<file path="config.mk">
export PLATFORM = sky130hd
export DESIGN_NAME = anc_lms_ctrl
export DESIGN_NICKNAME = d
export VERILOG_FILES = /design/src/rtl/anc_pkg.sv /design/src/rtl/anc_sat.sv /design/src/rtl/anc_lms_ctrl.sv
export SDC_FILE = /design/constraint.sdc
export NUM_CORES = 2
export LEC_CHECK = 0
export ABC_AREA = 1
export CAP_MARGIN = 0
export CORE_AREA = 5 5 252 254
export DETAILED_ROUTE_END_ITERATION = 16
export DIE_AREA = 0 0 257 259
export PLACE_DENSITY = 0.71
export RECOVER_POWER = 25
export REMOVE_ABC_BUFFERS = 1
export SLEW_MARGIN = 0
export SYNTH_ARGS = -nofsm -noshare
export SYNTH_HDL_FRONTEND = slang
export SYNTH_HIERARCHICAL = 1
export SYNTH_SLANG_ARGS = --single-unit
</file>
<file path="constraint.sdc">
create_clock -name clk -period 9.61 [get_ports clk]
set_input_delay 1.922 -clock clk [delete_from_list [all_inputs] [get_ports clk]]
set_output_delay 1.922 -clock clk [all_outputs]
set_load 0.05 [all_outputs]
</file>
<file path="src/rtl/anc_pkg.sv">
// Shared definitions for the ANC LMS sample-rate sequencer.
package anc_pkg;

    localparam int DEF_DATA_W  = 32;
    localparam int DEF_OUT_W   = 16;
    localparam int DEF_FRAC    = 15;
    localparam int DEF_TIMEOUT = 140;

    typedef enum logic [2:0] {
        IDLE,
        CALC,
        FIRE,
        WAIT,
        OUT
    } anc_state_t;

endpackage

</file>
<file path="src/rtl/anc_sat.sv">
// Signed saturating narrower: clamps IN_W-bit value into OUT_W bits.
module anc_sat #(
    parameter int IN_W  = 33,
    parameter int OUT_W = 16
) (
    input  logic signed [IN_W-1:0]  din,
    output logic signed [OUT_W-1:0] dout
);

    // In range only when every bit above the output sign bit matches it.
    logic [IN_W-OUT_W:0] top;

    assign top = din[IN_W-1:OUT_W-1];

    always_comb begin
        if ((&top) || (~|top)) begin
            dout = din[OUT_W-1:0];
        end else if (din[IN_W-1]) begin
            dout = {1'b1, {(OUT_W-1){1'b0}}};
        end else begin
            dout = {1'b0, {(OUT_W-1){1'b1}}};
        end
    end

endmodule

</file>
<file path="src/rtl/anc_lms_ctrl.sv">
// Pairs ref/err samples, computes mu*e, runs the FIR engine and
// emits the negated, saturated anti-noise sample.
module anc_lms_ctrl
    import anc_pkg::*;
#(
    parameter int DATA_W  = DEF_DATA_W,
    parameter int OUT_W   = DEF_OUT_W,
    parameter int FRAC    = DEF_FRAC,
    parameter int TIMEOUT = DEF_TIMEOUT
) (
    input  logic              clk,
    input  logic              rst,
    input  logic [DATA_W-1:0] ref_in,
    input  logic              ref_valid,
    input  logic [DATA_W-1:0] err_in,
    input  logic              err_valid,
    input  logic [15:0]       mu,
    input  logic              clr_flags,
    output logic [DATA_W-1:0] feedforward_out,
    output logic [DATA_W-1:0] weight_adjust,
    output logic              go,
    input  logic              fir_done,
    input  logic [DATA_W-1:0] fir_out_sample,
    output logic [OUT_W-1:0]  anc_out,
    output logic              anc_valid,
    output logic              busy,
    output logic              overrun,
    output logic              fault
);

    localparam int CNT_W  = $clog2(TIMEOUT + 1);
    localparam int PROD_W = DATA_W + 17;

    anc_state_t state, state_nx;

    logic [DATA_W-1:0] ref_hold, err_hold;
    logic [DATA_W-1:0] pend_ref, pend_err;
    logic [DATA_W-1:0] cur_ref, cur_err;
    logic              have_ref, have_err, pend_full;
    logic [CNT_W-1:0]  wd_cnt;

    logic pair_ready, pop, slot_free, drop;
    logic ref_rep, err_rep, done_hit, wd_expired;

    logic signed [PROD_W-1:0] prod, prod_sh;
    logic signed [DATA_W-1:0] wa_sat;
    logic signed [DATA_W:0]   neg;
    logic signed [OUT_W-1:0]  out_sat;

    assign pair_ready = have_ref & have_err;
    assign pop        = (state == IDLE) & pend_full;
    assign slot_free  = ~pend_full | pop;
    assign drop       = pair_ready & ~slot_free;
    // A channel being consumed this cycle is free for a fresh strobe.
    assign ref_rep    = ref_valid & have_ref & ~pair_ready;
    assign err_rep    = err_valid & have_err & ~pair_ready;
    assign done_hit   = (state == WAIT) & fir_done;
    assign wd_expired = (state == WAIT) & ~fir_done
                      & (wd_cnt == CNT_W'(TIMEOUT - 1));

    assign prod    = $signed(cur_err) * $signed({1'b0, mu});
    assign prod_sh = prod >>> FRAC;
    assign neg     = -$signed({fir_out_sample[DATA_W-1], fir_out_sample});

    anc_sat #(
        .IN_W  (PROD_W),
        .OUT_W (DATA_W)
    ) u_sat_wa (
        .din  (prod_sh),
        .dout (wa_sat)
    );

    anc_sat #(
        .IN_W  (DATA_W + 1),
        .OUT_W (OUT_W)
    ) u_sat_out (
        .din  (neg),
        .dout (out_sat)
    );

    always_ff @(posedge clk) begin
        if (rst) begin
            state <= IDLE;
        end else begin
            state <= state_nx;
        end
    end

    always_comb begin
        state_nx  = state;
        go        = 1'b0;
        anc_valid = 1'b0;
        busy      = (state != IDLE);
        unique case (state)
            IDLE: if (pend_full) state_nx = CALC;
            CALC: state_nx = FIRE;
            FIRE: begin
                go       = 1'b1;
                state_nx = WAIT;
            end
            WAIT: begin
                if (fir_done) begin
                    state_nx = OUT;
                end else if (wd_expired) begin
                    state_nx = IDLE;
                end
            end
            OUT: begin
                anc_valid = 1'b1;
                state_nx  = IDLE;
            end
            default: state_nx = IDLE;
        endcase
    end

    always_ff @(posedge clk) begin
        if (rst) begin
            have_ref  <= 1'b0;
            have_err  <= 1'b0;
            ref_hold  <= '0;
            err_hold  <= '0;
            pend_full <= 1'b0;
            pend_ref  <= '0;
            pend_err  <= '0;
        end else begin
            if (ref_valid) begin
                ref_hold <= ref_in;
                have_ref <= 1'b1;
            end else if (pair_ready) begin
                have_ref <= 1'b0;
            end
            if (err_valid) begin
                err_hold <= err_in;
                have_err <= 1'b1;
            end else if (pair_ready) begin
                have_err <= 1'b0;
            end
            if (pair_ready && slot_free) begin
                pend_ref  <= ref_hold;
                pend_err  <= err_hold;
                pend_full <= 1'b1;
            end else if (pop) begin
                pend_full <= 1'b0;
            end
        end
    end

    always_ff @(posedge clk) begin
        if (rst) begin
            cur_ref         <= '0;
            cur_err         <= '0;
            feedforward_out <= '0;
            weight_adjust   <= '0;
            anc_out         <= '0;
            wd_cnt          <= '0;
        end else begin
            if (pop) begin
                cur_ref <= pend_ref;
                cur_err <= pend_err;
            end
            if (state == CALC) begin
                feedforward_out <= cur_ref;
                weight_adjust   <= wa_sat;
            end
            if (done_hit) begin
                anc_out <= out_sat;
            end
            if (state == FIRE) begin
                wd_cnt <= '0;
            end else if (state == WAIT) begin
                wd_cnt <= wd_cnt + 1'b1;
            end
        end
    end

    // Set conditions take priority over clr_flags.
    always_ff @(posedge clk) begin
        if (rst) begin
            overrun <= 1'b0;
            fault   <= 1'b0;
        end else begin
            if (ref_rep || err_rep || drop) begin
                overrun <= 1'b1;
            end else if (clr_flags) begin
                overrun <= 1'b0;
            end
            if (wd_expired) begin
                fault <= 1'b1;
            end else if (clr_flags) begin
                fault <= 1'b0;
            end
        end
    end

endmodule

</file>
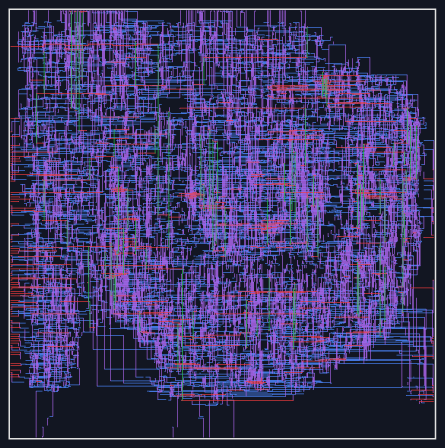
**Above:** signal wires by layer.
[blue] met1 | wire length: 33.3 mm
[green] met4 | wire length: 2,280 um
[red] met3 | wire length: 4,010 um
[purple] met2 | wire length: 38.9 mm
total length of routed wires: 78.5 mm
routed via count: 25.1k
average detailed-routed wire length per instance: 15.7 um
GRT Total Usage: 0.238

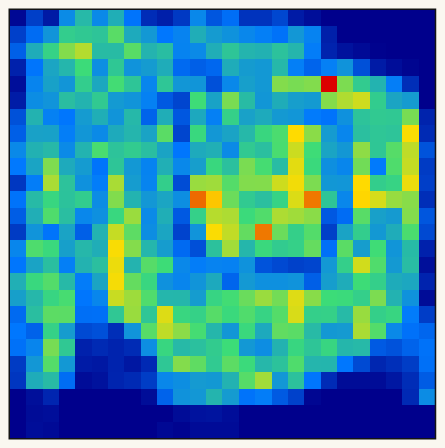
**Above:** routed metal per tile.
The die is cut into 26 by 26 equal tiles; dark blue is low, red is high, scaled to the fullest tile. Values are wire area over tile area, all layers added.
emptiest ninth of the die: bottom left
tiles over half the peak: 19%
mean over tiles: 0.19
fullest tile: 0.58
nearly empty tiles: 11%

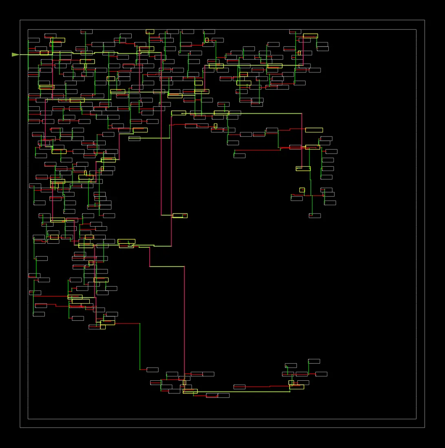
**Above:** clock routing.
clock tree skew after final layout: 16.8 ps
clock network power: 1.20 mW

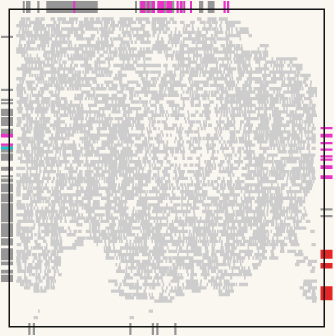
**Above:** I/O pins on the die edge.
Pins as bars across the die edge, other pins in grey.
[cyan] clr_flags | pins: 1 | direction: input | edge: left
[magenta] weight_adjust | pins: 32 | direction: output | edge: 18 top, 11 right, 3 left
[red] mu | pins: 16 | direction: input | edge: right
die span in y: 259 um
die outline width: 257 um

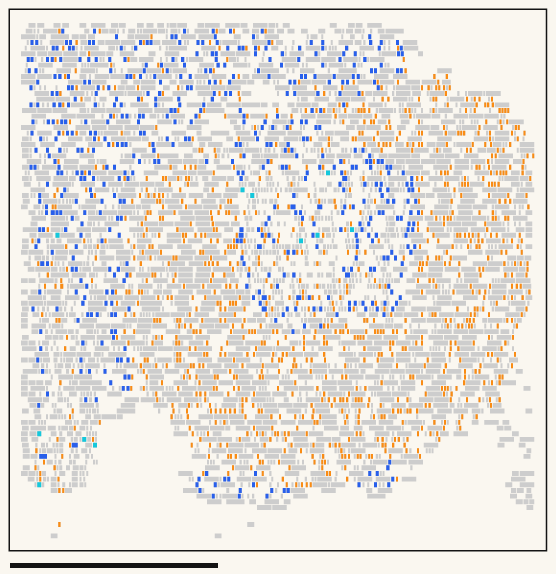
**Above:** selected gate families.
Bar = 100 um.
[cyan] AND and OR gates | cells: 11
[blue] inverting AOI/OAI gates | cells: 532 | most used: o21ai_0
[orange] inverters | cells: 1,017 | most used: inv_1
post-layout instance count excluding filler cells: 5,006
share of cell area taken by multi-input logic gates: 0.591

==> run notes <==
Implementation progress

The flow ran to the end, but the final reports show violations. The final reports fail on capacitance limit, slew limit. The number of enable-type register cells in the synthesized netlist stands at 0.

Per STA, the highest per-stage delay on the worst path measures 710 ps. The vias per cell stands at 5.01. The fraction of post-synthesis cell area in the top cell type by area stands at 0.318.

STA classifies the critical path endpoint as a flip-flop. Each instance of the synthesized netlist takes up on average 7.42 um2. The final design instance area without fill stands at 34,200 um2. The later pin in the worst-skew pair is clocked with a latency of 590 ps. TritonCTS built the clock tree. The count of hold-fix buffers inserted at cts stands at 0.

The slew at the pin closest to its max-slew limit stands at 3470 ps. The top cell types in the final layout, fill and taps aside, are sky130_fd_sc_hd__inv_1 (1,004), sky130_fd_sc_hd__nand2_1 (856), sky130_fd_sc_hd__fa_1 (487). STA classifies the critical path startpoint as an input port. The final layout report lists a filler cell count of 5,752. The initial DRC count stands at 1,269. The total of flip-flops plus latches after synthesis stands at 288. Yosys shows that the main logic family after synthesis is adder cells. The count of tool warnings stands at 32. At the end of routability-driven placement, the weighted congestion stood at 1.02.

In the synthesized netlist the dominant register cell turns out to be sky130_fd_sc_hd__dfxtp_1. STA lists the startpoint of the worst hold path as cur_ref[30]. Counting instances in the post-synthesis netlist gives the leading cell types as sky130_fd_sc_hd__inv_1 (1,005), sky130_fd_sc_hd__nand2_1 (857), sky130_fd_sc_hd__fa_1 (487). Detailed routing placed a total of 4.01 mm of wire on met3. The design draws 4.51 mW. The I/O pin count stands at 203. The region available for standard cell placement spans 61,000 um2. The endpoint identified for the worst register-to-register timing path is weight_adjust[27]. By instance count after routing, the leading logic cell type is sky130_fd_sc_hd__inv_1. Looking at the global route congestion table, the highest-usage layer is met2. For this run the top cell type by instance count after synthesis was sky130_fd_sc_hd__inv_1. The cell area after synthesis stands at 30,700 um2.

Of the post-synthesis cell area, the part taken by muxes is 0. The clock tree has to reach 288 sinks. Row generation in the floorplan step produced 91 rows. The initial antenna violation count stands at 1.

The number of nets with antenna violations after detailed routing stands at 0. The chip area line of the yosys report stands at 30,700 um2. Post-CTS timing repair inserted 0 buffers for setup. Across all setup checks in the final design, the least slack found is 862 ps. The initial utilization of the core area, before any placement, comes to 0.503. Counting tap cells, the placed design contains a total of 4,954 instances. Wire segments on met2 add up to 38.9 mm in the final route. CTS added clock buffers totalling 30. The number of setup violations in the final report stands at 0.

The capture point of the critical path was reported as weight_adjust[27]. The portion of the clock cycle consumed by the worst path in the final layout stands at 0.910. For the finished layout, the period the worst path requires is 8750 ps. The launch point of the critical path was reported as mu[5]. The routed layout reports a DRC error count of 0. Setup repair after global routing left no endpoint under its margin.

The number of buffers and inverters on the critical path is 8. The HPWL after detailed placement is 61.7 mm. The report counts max-capacitance violations totalling 1.

The tightest hold margin stands at 441 ps. Once placement finished, the instance area stood at 33,200 um2. The worst register-to-register path begins at cur_err[31]. The worst pin sits at a relative slew slack of -1.33. In the Yosys report the total cell count is 4,136. The number of optimization iterations in the first detailed-route pass stands at 6. The final antenna diode tally reported by the flow is 0. The fraction of layout cells with a size suffix above 1 stands at 0.0311. The number of port buffers stands at 202. The net count reported at finish stands at 4,918.

The length of routed wiring on met1 stands at 33.3 mm. The floorplan die area stands at 66,600 um2. Per the timing report, the achievable frequency comes out to 0.114 GHz. The number of stages on the worst hold path stands at 2. Per the synthesis report, the adder-cell share of the synthesized area is 0.365.

For reference, the top cells by area after synthesis are sky130_fd_sc_hd__fa_1 (32%), sky130_fd_sc_hd__dfxtp_1 (19%), sky130_fd_sc_hd__inv_1 (12%). Setup total negative slack on the finished layout was measured at 0 ps. Gates resized during post-CTS repair numbered 0. The global-route met1 utilization stands at 0.304. The total congestion overflow after global routing stands at 0. The via count of the first global-routing pass was 26.3k. The share of the Yosys chip area taken by registers is 0.188. Among cell families on the critical path, the largest total delay comes from adder cells. STA shows the worst reg2reg path with a cell count of 30.

In this run the top signal layer used is met4. STA reports the tightest min-delay check as being of type reg -> reg. In the global route stage, met2 resource usage came out at 0.429.

Hold analysis lists the worst path endpoint as cur_ref[30]. The largest individual stage delay along the critical path comes from the cell sky130_fd_sc_hd__clkdlybuf4s50_1. Summed over all instances, the cell type with the most area after synthesis is sky130_fd_sc_hd__fa_1. CTS placed an instance of sky130_fd_sc_hd__clkbuf_16 at the clock tree root. In the setup report, the worst path falls into the class in -> reg.

The deepest level of the CTS H-tree stands at 1. The worst setup slack after placement stands at 361 ps. The cell-mix breakdown from Yosys lists the XOR/XNOR area share as 0.0157. The number of stages on the worst setup path stands at 34. Per the synthesis report, the AND-OR/OR-AND share of the synthesized area is 0.0897. The timing report gives the clock slew at the launch and capture registers of the worst setup and hold paths as 60 ps. The count of final max-slew check failures stands at 130. Among the stages of the critical path, the cell type that occurs most often is sky130_fd_sc_hd__nand2_1.

Looking at the VDD voltage map, the peak drop is 0.000163 V. The largest buffer count on any clock path stands at 3. The leakage component of the power stands at 17.5 nW. Data on the critical path is required at its endpoint by 10,120 ps. Yosys printed 6 warnings. The internal reg-to-reg setup slack stands at 2120 ps. The maximum number of pins on one net before global-route repair stands at 130.

The first-pass GRT wire length stands at 131 mm. The global routing usage on met3 stands at 0.0263. The number of instances in the synthesized netlist stands at 4,136. The number of distinct library cells after synthesis stands at 52. The total count of hold-check failures in the final report stands at 0. The maximum fanout along the worst path stands at 34. The async set-reset flop share out of synthesis stands at 0. The final core utilization stands at 0.561. The growth of design area from synthesis to finish stands at 11.6%. The power density over the cells stands at 132 nW/um2. The cell-mix breakdown from Yosys lists the simple-gate area share as 0.188. The critical path arrival stands at 9260 ps.
[cell type report]
class                           count  area [um2]  area share
Clock inverter                     10         139     0.00406
Tap cell                          790         988      0.0289
Multi-Input combinational cell   2621       20200       0.591
Inverter                         1017        3820       0.112
Timing Repair Buffer              238        2410      0.0705
Sequential cell                   288        5770       0.168
Clock buffer                       42         876      0.0256
[power by group]
part / switching, mW / total (mW) / internal, mW
sequential: 0.108 / 1.42 / 1.31
clock: 0.507 / 1.20 / 0.690
combinational: 1.22 / 1.89 / 0.675
[sequential cells by signal (all words and copies together) (netlist names)]
register,cells
pend_err,32
have_ref,1
err_hold,32
cur_ref,32
cur_err,32
overrun,1
state,3
weight_adjust,32
wd_cnt,8
anc_out,16
pend_full,1
feedforward_out,32
fault,1
pend_ref,32
ref_hold,32
have_err,1
Power figures rest on the tool's default switching activity, not on a simulated workload.
